==> src/rtl/alu_seq_if.sv <==
// Command-side bus of the ALU sequencer: start/done handshake, operands and
// the registered result/flags returned to the requester.
interface alu_seq_if #(
   parameter int DWIDTH = 16
);
   logic              start;
   logic [1:0]        cmd;
   logic [2:0]        op;
   logic [DWIDTH-1:0] a;
   logic [DWIDTH-1:0] b;
   logic              busy;
   logic              done;
   logic [DWIDTH-1:0] result;
   logic [3:0]        flags;

   modport master (
      output start, cmd, op, a, b,
      input  busy, done, result, flags
   );

   modport slave (
      input  start, cmd, op, a, b,
      output busy, done, result, flags
   );
endinterface

==> src/rtl/alu_seq.sv <==
// Multi-cycle sequencer wrapped around a shared single-cycle ALU.
// Runs shift-by-N, shift-add multiply and single ALU ops, one ALU pass per
// RUN cycle, and owns the architectural {N,Z,C,V} flags fed back to the ALU.
module alu_seq #(
   parameter int DWIDTH = 16,
   parameter int SWIDTH = 4
) (
   input  logic              clk,
   input  logic              reset,
   alu_seq_if.slave          bus,
   output logic [3:0]        alu_op,
   output logic [DWIDTH-1:0] alu_a,
   output logic [DWIDTH-1:0] alu_b,
   output logic [3:0]        alu_flags,
   input  logic [DWIDTH-1:0] alu_r,
   input  logic [3:0]        alu_fo
);

   localparam logic [1:0] ST_IDLE = 2'd0;
   localparam logic [1:0] ST_RUN  = 2'd1;
   localparam logic [1:0] ST_DONE = 2'd2;

   localparam logic [1:0] CMD_SHL = 2'b00;
   localparam logic [1:0] CMD_SHR = 2'b01;
   localparam logic [1:0] CMD_MUL = 2'b10;

   // Count must hold DWIDTH itself (multiply iterations), hence one extra bit.
   localparam int CWIDTH = SWIDTH + 1;

   logic [1:0]        state_reg;
   logic [1:0]        cmd_reg;
   logic [2:0]        op_reg;
   logic [DWIDTH-1:0] acc_reg;
   logic [DWIDTH-1:0] m_reg;
   logic [DWIDTH-1:0] q_reg;
   logic [CWIDTH-1:0] count_reg;
   logic [DWIDTH-1:0] result_reg;
   logic [3:0]        flags_reg;

   logic              accept;
   logic [CWIDTH-1:0] start_count;

   // A new command is taken only when idle or in the single DONE cycle.
   assign accept = bus.start && ((state_reg == ST_IDLE) || (state_reg == ST_DONE));

   assign bus.busy   = (state_reg == ST_RUN);
   assign bus.done   = (state_reg == ST_DONE);
   assign bus.result = result_reg;
   assign bus.flags  = flags_reg;
   assign alu_flags  = flags_reg;

   // Number of RUN cycles the incoming command needs (0 only for a zero shift).
   always_comb begin
      start_count = CWIDTH'(1);
      case (bus.cmd)
         CMD_SHL, CMD_SHR: start_count = CWIDTH'(bus.b[SWIDTH-1:0]);
         CMD_MUL:          start_count = CWIDTH'(DWIDTH);
         default:          start_count = CWIDTH'(1);
      endcase
   end

   // ALU drive: a harmless MOV of zero whenever not in RUN.
   always_comb begin
      alu_op = 4'b0000;
      alu_a  = '0;
      alu_b  = '0;
      if (state_reg == ST_RUN) begin
         case (cmd_reg)
            CMD_SHL: begin
               alu_op = 4'b0110;
               alu_b  = acc_reg;
            end
            CMD_SHR: begin
               alu_op = 4'b0111;
               alu_b  = acc_reg;
            end
            CMD_MUL: begin
               // MOV passes adata through, so a zero multiplier bit keeps acc.
               alu_op = q_reg[0] ? 4'b0100 : 4'b0000;
               alu_a  = acc_reg;
               alu_b  = m_reg;
            end
            default: begin
               alu_op = {1'b0, op_reg};
               alu_a  = acc_reg;
               alu_b  = m_reg;
            end
         endcase
      end
   end

   // Sequencer FSM and datapath; reset aborts any command without a done.
   always_ff @(posedge clk or posedge reset) begin
      if (reset) begin
         state_reg  <= ST_IDLE;
         cmd_reg    <= '0;
         op_reg     <= '0;
         acc_reg    <= '0;
         m_reg      <= '0;
         q_reg      <= '0;
         count_reg  <= '0;
         result_reg <= '0;
         flags_reg  <= '0;
      end else begin
         case (state_reg)
            ST_IDLE, ST_DONE: begin
               if (accept) begin
                  cmd_reg   <= bus.cmd;
                  op_reg    <= bus.op;
                  count_reg <= start_count;
                  // Single op reuses acc/m as its A/B operand holders.
                  acc_reg   <= (bus.cmd == CMD_MUL) ? '0 : bus.a;
                  m_reg     <= (bus.cmd == CMD_MUL) ? bus.a : bus.b;
                  q_reg     <= bus.b;
                  if (start_count == '0) begin
                     state_reg  <= ST_DONE;
                     result_reg <= bus.a;
                  end else begin
                     state_reg <= ST_RUN;
                  end
               end else begin
                  state_reg <= ST_IDLE;
               end
            end
            ST_RUN: begin
               acc_reg   <= alu_r;
               m_reg     <= m_reg << 1;
               q_reg     <= q_reg >> 1;
               count_reg <= count_reg - CWIDTH'(1);
               // Multiply discards the per-step ALU flags.
               if (cmd_reg != CMD_MUL) begin
                  flags_reg <= alu_fo;
               end
               if (count_reg == CWIDTH'(1)) begin
                  state_reg  <= ST_DONE;
                  result_reg <= alu_r;
                  if (cmd_reg == CMD_MUL) begin
                     flags_reg <= {alu_r[DWIDTH-1], (alu_r == '0), flags_reg[1:0]};
                  end
               end
            end
            default: state_reg <= ST_IDLE;
         endcase
      end
   end

endmodule
==> src/flat_wrapper.sv <==
// flat-port wrapper written by rule: the top's interface ports become plain ports
module alu_seq_flat 
#(
   parameter int DWIDTH = 16,
   parameter int SWIDTH = 4
)
  (clk, reset, alu_op, alu_a, alu_b, alu_flags, alu_r, alu_fo, bus_start, bus_cmd, bus_op, bus_a, bus_b, bus_busy, bus_done, bus_result, bus_flags);
  alu_seq_if #(.DWIDTH(DWIDTH)) bus_i ();
  input  logic clk;
  input  logic reset;
  output logic [3:0] alu_op;
  output logic [DWIDTH-1:0] alu_a;
  output logic [DWIDTH-1:0] alu_b;
  output logic [3:0] alu_flags;
  input  logic [DWIDTH-1:0] alu_r;
  input  logic [3:0] alu_fo;
  input wire logic [$bits(bus_i.start)-1:0] bus_start;
  input wire logic [$bits(bus_i.cmd)-1:0] bus_cmd;
  input wire logic [$bits(bus_i.op)-1:0] bus_op;
  input wire logic [$bits(bus_i.a)-1:0] bus_a;
  input wire logic [$bits(bus_i.b)-1:0] bus_b;
  output wire logic [$bits(bus_i.busy)-1:0] bus_busy;
  output wire logic [$bits(bus_i.done)-1:0] bus_done;
  output wire logic [$bits(bus_i.result)-1:0] bus_result;
  output wire logic [$bits(bus_i.flags)-1:0] bus_flags;
  assign bus_i.start = bus_start;
  assign bus_i.cmd = bus_cmd;
  assign bus_i.op = bus_op;
  assign bus_i.a = bus_a;
  assign bus_i.b = bus_b;
  assign bus_busy = bus_i.busy;
  assign bus_done = bus_i.done;
  assign bus_result = bus_i.result;
  assign bus_flags = bus_i.flags;
  alu_seq #(.DWIDTH(DWIDTH), .SWIDTH(SWIDTH)) u_core (.clk(clk), .reset(reset), .bus(bus_i), .alu_op(alu_op), .alu_a(alu_a), .alu_b(alu_b), .alu_flags(alu_flags), .alu_r(alu_r), .alu_fo(alu_fo));
endmodule
==> config.mk <==
export PLATFORM = sky130hd
export DESIGN_NAME = alu_seq_flat
export DESIGN_NICKNAME = d
export VERILOG_FILES = /design/src/rtl/alu_seq_if.sv /design/src/rtl/alu_seq.sv /design/src/flat_wrapper.sv
export SDC_FILE = /design/constraint.sdc
export NUM_CORES = 1
export LEC_CHECK = 0
export ABC_AREA = 1
export CAP_MARGIN = 25
export CORE_ASPECT_RATIO = 0.6
export CORE_MARGIN = 3
export CORE_UTILIZATION = 52
export CTS_CLUSTER_DIAMETER = 60
export CTS_CLUSTER_SIZE = 24
export DETAILED_ROUTE_END_ITERATION = 12
export PLACE_DENSITY = 0.84
export SLEW_MARGIN = 40
export SYNTH_ARGS = -nofsm -noshare
export SYNTH_HDL_FRONTEND = slang
export SYNTH_SLANG_ARGS = --single-unit
==> constraint.sdc <==
create_clock -name clk -period 7.4 [get_ports clk]
set_input_delay 1.11 -clock clk [delete_from_list [all_inputs] [get_ports clk]]
set_output_delay 1.11 -clock clk [all_outputs]
set_load 0.03 [all_outputs]
Fig. 1: run 1, PDN straps and rails
The bar under the picture is 20 um long. Pins as bars on the die edge.
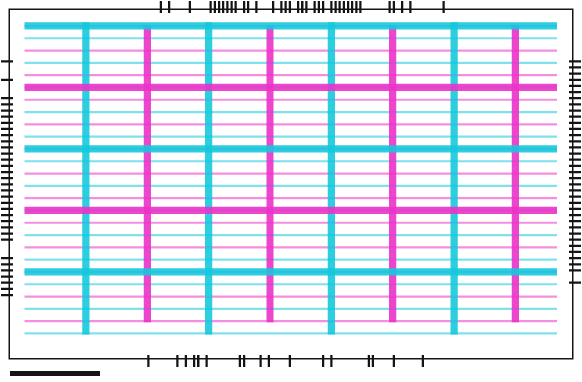
[VSS] cyan
[VDD] magenta
met4 straps: 8
signal pins: 122

Fig. 2: run 1, cells coloured by class
The bar under the picture is 20 um long.
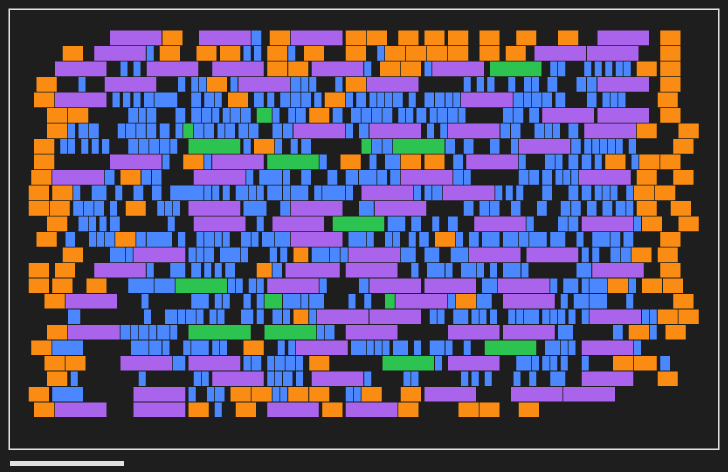
[remaining buffers and delay cells] orange | cells: 124
[registers] purple | cells: 80
[clock drivers and dummy loads] green | cells: 15
[remaining logic cells] blue | cells: 452
utilization of the core after routing: 72.9%
final cell area excluding filler cells: 5840 sq um
Core Rows: 25

Fig. 3: run 1, clock wires, drivers and flops
The bar under the picture is 20 um long.
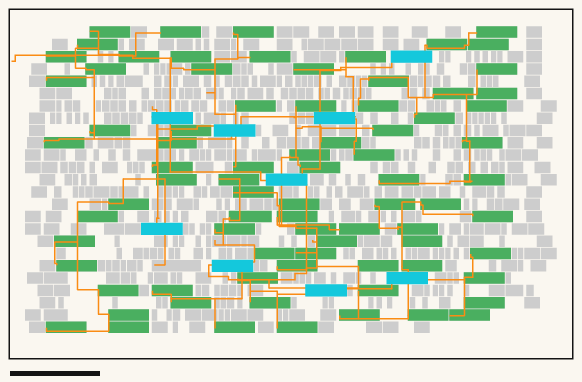
[clock wires] orange | length: 1,110 um
[flip-flops] green | count: 80
[clock-net drivers] cyan | count: 9
flops lie: spread over the die

==> run 1: metal layers <==
| layer | wire length, um | share of wire (%) | vias up |
|---|---|---|---|
| li1 | - | - | 2060 |
| met4 | 315 | 2.4 | 0 |
| met1 | 5660 | 42 | 2158 |
| met3 | 1380 | 10 | 41 |
| met5 | 0 | 0 | - |
| met2 | 6020 | 45 | 310 |
==> run 1: cells in the final DEF, fill, tap and decap left out, drive strengths merged <==
cell and n:
nand3 46, inv 77, o221ai 16, a31oi 1
bufinv 1, xor2 1, conb 1, nand4 1
buf 4, clkbuf 9, o21bai 1, clkdlybuf4s50 120
nor2 37, mux2 2, nand2 143, ha 2
dfrtp 80, o21ai 74, or2 1, clkinv 5
clkinvlp 1, o211ai 25, a21oi 22, a211oi 1
==> GITHUB_STEP_SUMMARY, run 1 <==
### Flow metrics

| Metric | Value |
|---|---|
| Outcome | `completed` |
| Power per Cell Area | `480 nW/um^2` |
| #FFs+latches synth | `80` |
| Part of the total power dissipated in sequential elements | `28.3%` |
| Simple-gate area share of the yosys netlist | `22.0%` |
| Crit start category | `flip-flop` |
| Total clock network power | `0.445 mW` |
| Vias in the first global route | `4,296` |
| Switching power share of the total | `47.6%` |
| Number of antenna diodes | `0` |
| Combinational gate area | `1880 sq um` |
| Xor/xnor share | `less than 1%` |
| Die Ht | `a little under 80 um` |
| Worst setup path category | `flip-flop to output pin` |
| Proportion of power drawn by combinational gates | `55.8%` |
| Combinational gates | `between 300 and 400` |
| Routed via count | `4,569` |
| Yosys stat chip area | `4370 sq um` |
| Endpoint of the most critical register-to-register path | `u_core.q_reg[1]` |
| Summed instance area of the synthesized netlist | `4370 sq um` |
| Power attributed to combinational cells | `1.56 mW` |
## Run 2: what changed since run 1
--- a/config.mk
+++ b/config.mk
@@ -9,11 +9,11 @@
 export CAP_MARGIN = 25
 export CORE_ASPECT_RATIO = 0.6
 export CORE_MARGIN = 3
-export CORE_UTILIZATION = 52
+export CORE_UTILIZATION = 48
 export CTS_CLUSTER_DIAMETER = 60
 export CTS_CLUSTER_SIZE = 24
 export DETAILED_ROUTE_END_ITERATION = 12
-export PLACE_DENSITY = 0.84
+export PLACE_DENSITY = 0.78
 export SLEW_MARGIN = 40
 export SYNTH_ARGS = -nofsm -noshare
 export SYNTH_HDL_FRONTEND = slang
==> constraint.sdc (replaced) <==
create_clock -name clk -period 3.85 [get_ports clk]
set_input_delay 0.5775 -clock clk [delete_from_list [all_inputs] [get_ports clk]]
set_output_delay 0.5775 -clock clk [all_outputs]
set_load 0.03 [all_outputs]
Fig. 4: run 2, congestion heat map
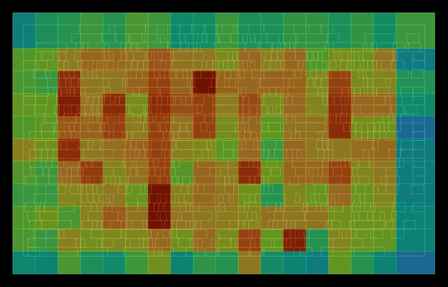
utilization of the core after routing: 67.4%
post-detailed-route wirelength per cell: 17.3 um

Fig. 5: run 2, cells coloured by class
The bar under the picture is 50 um long.
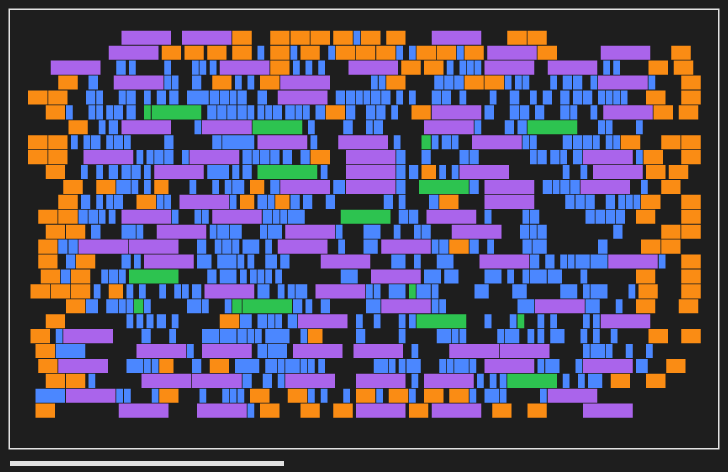
register share of the cell area: 34.2%
Core Rows: 26
final cell area excluding filler cells: 5850 sq um
core box area: 8690 sq um

==> run 2 against run 1 <==
Net effect: clock skew hardly changed; worst hold slack about the same; largest cell class unchanged; critical path type unchanged; power increased by 93%; wire length is 2.0% higher; sequential power grew 92%.
==> GITHUB_STEP_SUMMARY, run 2 <==
### Flow metrics

| Metric | Value |
|---|---|
| Yosys stat chip area | `4370 sq um (unchanged)` |
| #FFs+latches synth | `80 (unchanged)` |
| Simple-gate area share of the yosys netlist | `22.0% (unchanged)` |
| Netlist cell types | `31` |
| CP Capture Type | `output pin` |
| Launching element of the worst setup path | `u_core.cmd_reg[1]` |
| Crit start category | `flip-flop` |
| Cells on Worst Hold Path | `2` |
| Worst relative slew slack | `47.9%` |
| Commonest cells in the synthesized netlist | `sky130_fd_sc_hd__nand2_1 (135), sky130_fd_sc_hd__dfrtp_1 (80), sky130_fd_sc_hd__inv_1 (74), sky130_fd_sc_hd__o21ai_0 (57), sky130_fd_sc_hd__nand3_1 (44)` |
| Worst-case clock skew | `between 0.006 and 0.007 ns` |
| FP Util | `between 50% and 60%` |
| Number of antenna diodes | `0 (unchanged)` |
| Worst setup slack after placement | `about 1.1 ns` |
| Start point of the worst min-delay path | `u_core.bus.result[3]` |
| Power per Cell Area | `923 nW/um^2 (+92%)` |
| Endpoint of the most critical register-to-register path | `u_core.m_reg[8]` |
| I/O pin count | `~120` |
| Outcome | `completed` |
| Summed instance area of the synthesized netlist | `4370 sq um (unchanged)` |
| Worst-path maximum fanout | `28` |
| Max-cap check violation count | `0` |
| Maximum vdd ir drop | `about 590 uV` |
| Routed via count | `4,446 (-2.7%)` |
| Clk Latency, worst-skew pair | `around 0.34 ns` |
| Vias in the first global route | `4,413 (+2.7%)` |
| Start of the worst register-to-register path | `u_core.state_reg[0]` |
| Placed cell areas | `5570 sq um` |
| Die Ht | `79.9 um (+3.8%)` |
| Combinational gate area | `1870 sq um (-0.53%)` |
| Largest type area fraction | `between 40 and 50%` |
| Worst setup path category | `flip-flop to output pin` |
| Reg-to-reg slack, setup | `between 1.5 and 2 ns` |
| Worst EP arrival | `between 2 and 3 ns` |
| Main synth FF type | `sky130_fd_sc_hd__dfrtp_1` |
| Depth of the most critical reg-to-reg path | `5` |
| Xor/xnor share | `0.201% (unchanged)` |
| Sequential cell area | `2000 sq um` |
| Commonest cells after routing, fill and taps aside | `sky130_fd_sc_hd__nand2_1 (135), sky130_fd_sc_hd__clkdlybuf4s50_1 (120), sky130_fd_sc_hd__dfrtp_1 (80)` |
| Pin count of the biggest net entering global routing | `51` |
| Critical Path RT | `3.27 ns` |
| Combinational gates | `374 (unchanged)` |
| Most frequent logic cell in the layout | `sky130_fd_sc_hd__nand2_1` |
| Post-CTS setup-driven buffer insertion count | `0` |
| Delay of the slowest cell on the worst path | `0.85 ns` |
| Max Buffers Root-to-Sink | `2` |
==> run 2: routing by layer <==
metal,global-route usage [%],part of all wire [%]
met1,39.2,46
met2,42.5,44
met3,6.28,8.0
met4,6.60,1.5
met5,0,0
==> run 2: cells by family after synthesis <==
logic type,after synthesis
compound gates,140
xor+xnor,1
flops,80
fa+ha+maj,2
buf+inv,116
simple gates,228
other cells,1
mux,2
==> run 2: power by group <==
group	total, mW	switching [mW]	leakage (nW)	internal, mW
registers	1.52	0.259	0.985	1.26
clock network	0.840	0.340	0.140	0.500
logic	3.04	1.96	1.61	1.08
==> run 2: worst min-delay path, delay by kind of cell, from the launching register on <==
family	cells	cell delay, ns
DFF	1	0.34
and+or+nand+nor	2	0.10
Power is estimated from default activity; no workload was simulated.
